<file path="src/rtl/symbol_measure_pkg.sv">
// Shared types and defaults for the symbol_measure scheduler.
// Holds the FSM state encoding and parameter defaults.
package symbol_measure_pkg;

    typedef enum logic [1:0] {
        SM_IDLE  = 2'd0,
        SM_START = 2'd1,
        SM_WAIT  = 2'd2,
        SM_RSP   = 2'd3
    } sm_state_t;

    localparam int REQ_NUM_DEF = 4;
    localparam int LEN_W_DEF   = 16;
    localparam int TO_CYC_DEF  = 1023;

endpackage

</file>
<file path="src/rtl/symbol_measure_sched_if.sv">
// Bundle between the channel controllers, the scheduler and the symbol_measure unit.
// master = scheduler side, slave = channels plus measurement unit.
interface symbol_measure_sched_if #(
    parameter int REQ_NUM = 4,
    parameter int LEN_W   = 16
) ();
    logic [REQ_NUM-1:0] req_vld;
    logic [REQ_NUM-1:0] req_ack;
    logic               meas_start;
    logic               meas_done;
    logic               meas_err;
    logic [LEN_W-1:0]   meas_len;
    logic [REQ_NUM-1:0] rsp_vld;
    logic [LEN_W-1:0]   rsp_len;
    logic               rsp_err;
    logic               rsp_to;
    logic               busy;

    modport master (
        input  req_vld, meas_done, meas_err, meas_len,
        output req_ack, meas_start, rsp_vld, rsp_len, rsp_err, rsp_to, busy
    );

    modport slave (
        output req_vld, meas_done, meas_err, meas_len,
        input  req_ack, meas_start, rsp_vld, rsp_len, rsp_err, rsp_to, busy
    );
endinterface

</file>
<file path="src/rtl/symbol_measure_sched_rr_arb.sv">
// Round-robin pick: first requester at or after ptr wins; one-hot gnt plus index.
// Purely combinational, no backpressure; gnt is zero when req is zero.
module rr_arb #(
    parameter  int N  = 4,
    localparam int IW = (N > 1) ? $clog2(N) : 1
) (
    input  logic [N-1:0]  req,
    input  logic [IW-1:0] ptr,
    output logic [N-1:0]  gnt,
    output logic [IW-1:0] gnt_idx
);

    logic        found;
    logic [IW:0] sum;

    always_comb begin
        gnt     = '0;
        gnt_idx = '0;
        found   = 1'b0;
        sum     = '0;
        for (int i = 0; i < N; i++) begin
            sum = {1'b0, ptr} + (IW+1)'(i);
            if (sum >= (IW+1)'(N)) begin
                sum = sum - (IW+1)'(N);
            end
            if (!found && req[sum[IW-1:0]]) begin
                found               = 1'b1;
                gnt[sum[IW-1:0]]    = 1'b1;
                gnt_idx             = sum[IW-1:0];
            end
        end
    end

endmodule

</file>
<file path="src/rtl/symbol_measure_sched.sv">
// Shares one symbol_measure unit among REQ_NUM channels: ack, start, wait done/timeout, respond.
// Min 4 cycles per request; requests simply wait (level req_vld) while busy.
module symbol_measure_sched
    import symbol_measure_pkg::*;
#(
    parameter int REQ_NUM = REQ_NUM_DEF,
    parameter int LEN_W   = LEN_W_DEF,
    parameter int TO_CYC  = TO_CYC_DEF
) (
    input  logic                   clk,
    input  logic                   rst_n,
    symbol_measure_sched_if.master bus
);

    localparam int IW = $clog2(REQ_NUM);
    localparam int CW = $clog2(TO_CYC + 1);

    sm_state_t          state_q, state_d;
    logic [IW-1:0]      rr_ptr_q, rr_ptr_d;
    logic [IW-1:0]      owner_q, owner_d;
    logic [CW-1:0]      cnt_q, cnt_d;
    logic [REQ_NUM-1:0] req_ack_q, req_ack_d;
    logic               meas_start_q, meas_start_d;
    logic [REQ_NUM-1:0] rsp_vld_q, rsp_vld_d;
    logic [LEN_W-1:0]   rsp_len_q, rsp_len_d;
    logic               rsp_err_q, rsp_err_d;
    logic               rsp_to_q, rsp_to_d;
    logic               busy_q, busy_d;

    logic [REQ_NUM-1:0] gnt;
    logic [IW-1:0]      gnt_idx;
    logic               timeout;

    rr_arb #(.N(REQ_NUM)) u_arb (
        .req     (bus.req_vld),
        .ptr     (rr_ptr_q),
        .gnt     (gnt),
        .gnt_idx (gnt_idx)
    );

    // Counting starts the cycle after the start pulse, so the timeout
    // response lands exactly TO_CYC+1 cycles after meas_start.
    assign timeout = !meas_start_q && (cnt_q == CW'(TO_CYC - 1));

    always_comb begin
        state_d      = state_q;
        rr_ptr_d     = rr_ptr_q;
        owner_d      = owner_q;
        cnt_d        = cnt_q;
        req_ack_d    = '0;
        meas_start_d = 1'b0;
        rsp_vld_d    = '0;
        rsp_len_d    = rsp_len_q;
        rsp_err_d    = rsp_err_q;
        rsp_to_d     = rsp_to_q;
        case (state_q)
            SM_IDLE: begin
                if (|bus.req_vld) begin
                    req_ack_d = gnt;
                    owner_d   = gnt_idx;
                    rr_ptr_d  = (gnt_idx == IW'(REQ_NUM - 1)) ? '0 : gnt_idx + IW'(1);
                    state_d   = SM_START;
                end
            end
            SM_START: begin
                meas_start_d = 1'b1;
                cnt_d        = '0;
                state_d      = SM_WAIT;
            end
            SM_WAIT: begin
                if (!meas_start_q && (cnt_q != CW'(TO_CYC))) begin
                    cnt_d = cnt_q + CW'(1);
                end
                // done beats a coincident timeout
                if (bus.meas_done) begin
                    rsp_err_d = bus.meas_err;
                    rsp_to_d  = 1'b0;
                    rsp_len_d = bus.meas_err ? '0 : bus.meas_len;
                    rsp_vld_d = {{(REQ_NUM-1){1'b0}}, 1'b1} << owner_q;
                    state_d   = SM_RSP;
                end else if (timeout) begin
                    rsp_err_d = 1'b0;
                    rsp_to_d  = 1'b1;
                    rsp_len_d = '0;
                    rsp_vld_d = {{(REQ_NUM-1){1'b0}}, 1'b1} << owner_q;
                    state_d   = SM_RSP;
                end
            end
            SM_RSP: begin
                rsp_len_d = '0;
                rsp_err_d = 1'b0;
                rsp_to_d  = 1'b0;
                state_d   = SM_IDLE;
            end
            default: state_d = SM_IDLE;
        endcase
        busy_d = (state_d != SM_IDLE);
    end

    always_ff @(posedge clk or negedge rst_n) begin
        if (!rst_n) begin
            state_q      <= SM_IDLE;
            rr_ptr_q     <= '0;
            owner_q      <= '0;
            cnt_q        <= '0;
            req_ack_q    <= '0;
            meas_start_q <= 1'b0;
            rsp_vld_q    <= '0;
            rsp_len_q    <= '0;
            rsp_err_q    <= 1'b0;
            rsp_to_q     <= 1'b0;
            busy_q       <= 1'b0;
        end else begin
            state_q      <= state_d;
            rr_ptr_q     <= rr_ptr_d;
            owner_q      <= owner_d;
            cnt_q        <= cnt_d;
            req_ack_q    <= req_ack_d;
            meas_start_q <= meas_start_d;
            rsp_vld_q    <= rsp_vld_d;
            rsp_len_q    <= rsp_len_d;
            rsp_err_q    <= rsp_err_d;
            rsp_to_q     <= rsp_to_d;
            busy_q       <= busy_d;
        end
    end

    assign bus.req_ack    = req_ack_q;
    assign bus.meas_start = meas_start_q;
    assign bus.rsp_vld    = rsp_vld_q;
    assign bus.rsp_len    = rsp_len_q;
    assign bus.rsp_err    = rsp_err_q;
    assign bus.rsp_to     = rsp_to_q;
    assign bus.busy       = busy_q;

endmodule

</file>
<file path="src/flat_wrapper.sv">
// flat-port wrapper written by rule: the top's interface ports become plain ports
module symbol_measure_sched_flat import symbol_measure_pkg::*;
#(
    parameter int REQ_NUM = REQ_NUM_DEF,
    parameter int LEN_W   = LEN_W_DEF,
    parameter int TO_CYC  = TO_CYC_DEF
)
  (clk, rst_n, bus_req_vld, bus_meas_done, bus_meas_err, bus_meas_len, bus_req_ack, bus_meas_start, bus_rsp_vld, bus_rsp_len, bus_rsp_err, bus_rsp_to, bus_busy);
  symbol_measure_sched_if #(.REQ_NUM(REQ_NUM), .LEN_W(LEN_W)) bus_i ();
  input  logic clk;
  input  logic rst_n;
  input wire logic [$bits(bus_i.req_vld)-1:0] bus_req_vld;
  input wire logic [$bits(bus_i.meas_done)-1:0] bus_meas_done;
  input wire logic [$bits(bus_i.meas_err)-1:0] bus_meas_err;
  input wire logic [$bits(bus_i.meas_len)-1:0] bus_meas_len;
  output wire logic [$bits(bus_i.req_ack)-1:0] bus_req_ack;
  output wire logic [$bits(bus_i.meas_start)-1:0] bus_meas_start;
  output wire logic [$bits(bus_i.rsp_vld)-1:0] bus_rsp_vld;
  output wire logic [$bits(bus_i.rsp_len)-1:0] bus_rsp_len;
  output wire logic [$bits(bus_i.rsp_err)-1:0] bus_rsp_err;
  output wire logic [$bits(bus_i.rsp_to)-1:0] bus_rsp_to;
  output wire logic [$bits(bus_i.busy)-1:0] bus_busy;
  assign bus_i.req_vld = bus_req_vld;
  assign bus_i.meas_done = bus_meas_done;
  assign bus_i.meas_err = bus_meas_err;
  assign bus_i.meas_len = bus_meas_len;
  assign bus_req_ack = bus_i.req_ack;
  assign bus_meas_start = bus_i.meas_start;
  assign bus_rsp_vld = bus_i.rsp_vld;
  assign bus_rsp_len = bus_i.rsp_len;
  assign bus_rsp_err = bus_i.rsp_err;
  assign bus_rsp_to = bus_i.rsp_to;
  assign bus_busy = bus_i.busy;
  symbol_measure_sched #(.REQ_NUM(REQ_NUM), .LEN_W(LEN_W), .TO_CYC(TO_CYC)) u_core (.clk(clk), .rst_n(rst_n), .bus(bus_i));
endmodule
</file>
<file path="config.mk">
export PLATFORM = sky130hd
export DESIGN_NAME = symbol_measure_sched_flat
export DESIGN_NICKNAME = d
export VERILOG_FILES = /design/src/rtl/symbol_measure_pkg.sv /design/src/rtl/symbol_measure_sched_if.sv /design/src/rtl/symbol_measure_sched_rr_arb.sv /design/src/rtl/symbol_measure_sched.sv /design/src/flat_wrapper.sv
export SDC_FILE = /design/constraint.sdc
export NUM_CORES = 1
export LEC_CHECK = 0
export ABC_AREA = 1
export CAP_MARGIN = 20
export CORE_MARGIN = 2
export CORE_UTILIZATION = 48
export DETAILED_ROUTE_END_ITERATION = 6
export GPL_ROUTABILITY_DRIVEN = 0
export PLACE_DENSITY_LB_ADDON = 0.3
export SLEW_MARGIN = 20
export SYNTH_ARGS = -nofsm -noshare
export SYNTH_HDL_FRONTEND = slang
export SYNTH_SLANG_ARGS = --single-unit
</file>
<file path="constraint.sdc">
create_clock -name clk -period 3.7 [get_ports clk]
set_input_delay 1.11 -clock clk [delete_from_list [all_inputs] [get_ports clk]]
set_output_delay 1.11 -clock clk [all_outputs]
set_load 0.1 [all_outputs]
</file>
### PDN straps and rails, run 1

Bar = 20 µm. Pins as bars on the die edge.
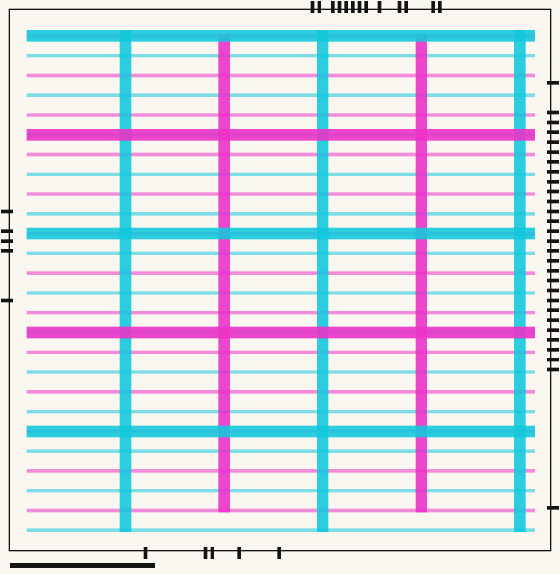
| colour | net |
|---|---|
| cyan | VSS |
| magenta | VDD |
met4 straps: 5
met5 straps: 5
met1 rails: 26
rows: 25
signal pins: 52

### Metal layers overlaid, run 1

Bar = 20 µm. Only two layers are drawn.
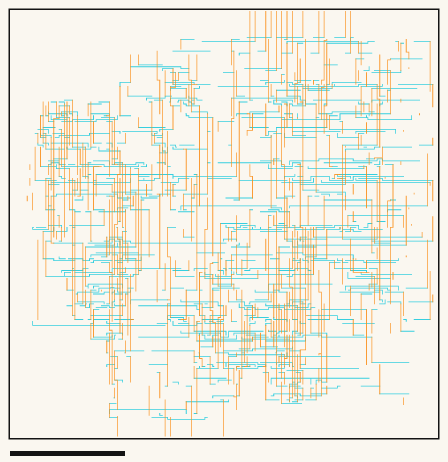
| colour | layer | wire length |
|---|---|---|
| cyan | met1 | 2,240 µm |
| orange | met2 | 2,400 µm |

==> reports/qor.csv, run 1 <==
metric,value,unit
drt_iter0_markers,139,
seq_area,0.00110,mm²
fp_nets,324,
grt_pass1_wl,8140,µm
syn_inst,290,
chip_area,0.00552,mm²
syn-mean-instance-area,8.18,µm²
startpoint_type,primary input,
cts.clk_slew.worst_paths,70,ps
top_cells_by_count,"67 x nand2_1, 44 x dfrtp_1, 44 x nand3_1",
nets,379,
place_area,0.00288,mm²
crit_path_end,u_core.rr_ptr_q[1],
first_pass_iters,4,
logic_gates,200,
crit_family,simple AND/OR/NAND/NOR gates,
cts_setup_buffers,0,
ioPinCount,52,
min_to,u_core.bus.rsp_vld[0],
final_area,0.00299,mm²
crit_type,primary input to flop,
initCoreUtil,0.499,
cts.repair.resized,0,
seq_share,0.368,
cts_hold_buf,0,
top_area_frac,0.464,
cp-startpoint,bus_req_vld[3],
setup_viol,0,
critPathCaptureType,flop,
yosys_warnings,0,
ys_area,0.00237,mm²
crit_top_cell,nand2_1,
inverters,41,
area_delta_synth_final,26.2,%
use_met3,0.0501,
hold_violations,0,
hold_path_class,flop to flop,
async_flop_share,1.00,
min_from,u_core.owner_q[1],
reg2reg_depth,12,
cap_viol_max_count,0,
top_cell,nand2_1,
place_inst,405,
fin_cells,413,
critPathMaxFanout,6,
synth-simple-area-share,0.322,
warnings,34,
dominant-cell-class,registers,
insertion_delay,290,ps
use_met1,0.241,
adder_share,0.0528,
bufAreaShareNonClock,0.151,
top_layer,met4,
worst_slew_pin_slew,926,ps
cts.sinks,44,
ys_sh_mux,0,
cts_root_buf,clkbuf_8,
outcome,finished clean,
drv_slew,0,
rsz0062_at_grt,false,
reg2reg_to,u_core.rr_ptr_q[1],
hpwl,3730,µm
edf_count,0,
finalSetupTns,0,ps
grtUsageTotal,0.195,
most-common-layout-cells,"67 x nand2_1, 44 x nand3_1, 44 x dfrtp_1",
synth-xor-area-share,0.0148,
worst_slack,1330,ps
period_used_share,0.640,
### Clock nets, run 1

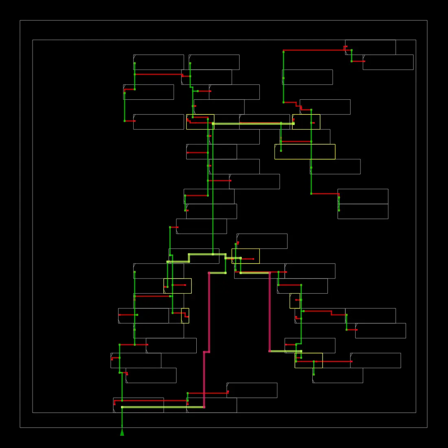
Num CTS Buffers: 5
clock buffers: 6
final setup skew: 5.91 ps
seq_cells: 44

### M2 wires, run 1

Bar = 20 µm.
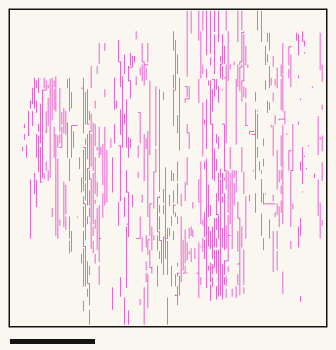
longest straight run: 30.3 µm
nets with wire on the layer: 295
wire length on this layer: 2,400 µm
via count: 2,069
met2 Track Usage GR: 0.330
final WL: 4960 µm

==> inputs of run 2 (changes only) <==
--- a/config.mk
+++ b/config.mk
@@ -8,7 +8,7 @@
 export ABC_AREA = 1
 export CAP_MARGIN = 20
 export CORE_MARGIN = 2
-export CORE_UTILIZATION = 48
+export CORE_UTILIZATION = 46
 export DETAILED_ROUTE_END_ITERATION = 6
 export GPL_ROUTABILITY_DRIVEN = 0
 export PLACE_DENSITY_LB_ADDON = 0.3
==> constraint.sdc (replaced) <==
create_clock -name clk -period 2.1 [get_ports clk]
set_input_delay 0.63 -clock clk [delete_from_list [all_inputs] [get_ports clk]]
set_output_delay 0.63 -clock clk [all_outputs]
set_load 0.1 [all_outputs]
==> run 2 against run 1 <==
Register-to-register slack got worse by 1200 ps. Critical endpoint unchanged. Die area rose by 4.1%.
==> reports/qor.csv, run 2 <==
metric,value,unit
syn_inst,290,
crit_required,2300,ps
critPathCaptureType,flop,
ioPinCount,52,
hold_violations,0,
cts_max_level,2,
synth-xor-area-share,0.0148,
topCombFamilyByArea,simple AND/OR/NAND/NOR gates,
largest_reg_flops,16,
mostFrequentLayoutCell,nand2_1,
logic_gates,200,
reg2reg_to,u_core.rr_ptr_q[1],
area_delta_synth_final,44.7,%
cp-startpoint,bus_req_vld[1],
period_used_share,0.897,
cts_buffers,5,
adder_share,0.0528,
cap_viol_max_count,0,
tap_cells,70,
crit_family,buffers and inverters,
ant_nets,0,
top_cells_by_area,"dfrtp_1 46%, nand2_1 11%, nand3_1 9.3%",
final_area,0.00343,mm²
finalSetupTns,0,ps
ys_area,0.00237,mm²
seq_share,0.321,
top_layer,met4,
fin_util,0.681,
top_area_frac,0.464,
top_cell,nand2_1,
crit_top_cell,nand2_1,
edf_count,0,
inverters,41,
crit_path_end,u_core.rr_ptr_q[1],
crit_type,primary input to flop,
port_buffers,51,
timing.fmax,531,MHz
async_flop_share,1.00,
cts_tree,yes,
grt_max_degree,20,
chip_area,0.00574,mm²
comb_area_frac,0.318,
dominant-cell-class,registers,
compound_area_frac,0.0712,
critPathMaxFanout,3,
r2r_slack,300,ps
core_area,0.00504,mm²
pre_cts_ws,-62.5,ps
drive_above_1_share,0.202,
setup_viol,0,
clockBufferDepth,2,
yosys_warnings,0,
worstPathCellList,clkdlybuf4s50_1 -> inv_1 -> nand2_1 -> nand3_2 -> a21boi_0 -> nand2_1 -> nand2_1 -> nand2_1 -> nand2_1 -> nand3_2 -> nand2_1 -> inv_1,
clkCellAreaFrac,0.0324,
place_inst,419,
reg2reg_depth,12,
synth-simple-area-share,0.322,
fin_cells,427,
hold_slack,234,ps
seq_area,0.00110,mm²
cts_root_buf,clkbuf_8,
warnings,34,
outcome,finished clean,
seq_cells,44,
syn-mean-instance-area,8.18,µm²
most-common-layout-cells,"67 x nand2_1, 44 x nand3_1, 44 x dfrtp_1",
hpwl,4320,µm
ys_sh_mux,0,
startpoint_type,primary input,
hold_path_class,primary input to async pin,
yosys.stat.seqShare,0.464,
top_cells_by_count,"67 x nand2_1, 44 x dfrtp_1, 44 x nand3_1",
post-route-min-period,1880,ps
worst_slew_pin_slew,614,ps
grt_pass1_wl,9140,µm
met3_length,239,µm
nets,390,
num-nonclk-buffers,64,
grtUsageTotal,0.208,
use_met1,0.266,
place_area,0.00332,mm²
ff_type,dfrtp_1,
drt_iter0_markers,127,
worst_slack,216,ps
drv_slew,0,
cts.repair.resized,0,
initCoreUtil,0.470,
cp.depth,12,
fp_nets,324,
bufAreaShareNonClock,0.257,
drc_errors,0,
cts_hold_buf,0,
rsz0062_at_grt,false,
numSynthFlops,44,
cts.clk_slew.worst_paths,80,ps
busiest_layer,met2,
cts_setup_buffers,0,
top_area_cell,dfrtp_1,
first_pass_iters,4,
### Met3 routing, run 2

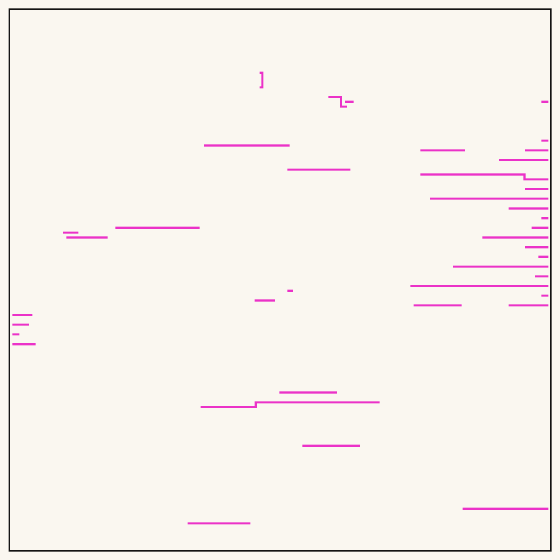
main direction: horizontal
longest straight run: 19.0 µm
share of all routed wire: 4.5%
nets with wire on the layer: 35
final WL: 5390 µm
via count: 2,127
met3 GRT Util: 0.0410

### M2 wires, run 2

Bar = 20 µm.
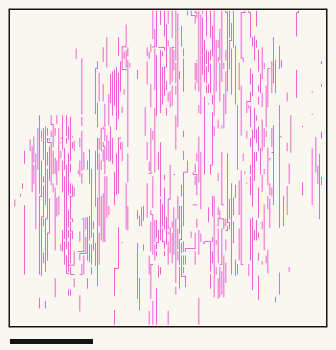
longest straight run: 29.2 µm
nets with wire on the layer: 317
wire length on this layer: 2,760 µm
main direction: vertical
share of all routed wire: 51%
met2 Track Usage GR: 0.351

### Clock nets, run 2

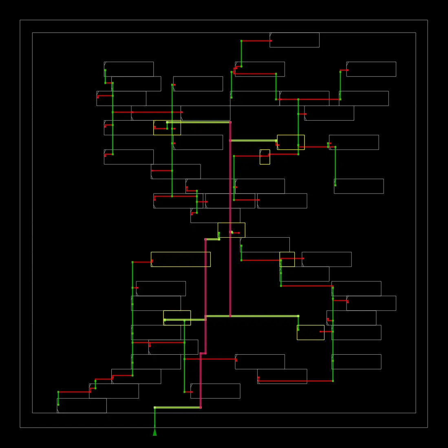
clock buffers: 5
final setup skew: 6.56 ps
CTS Sinks: 44
Latency at later pin: 300 ps

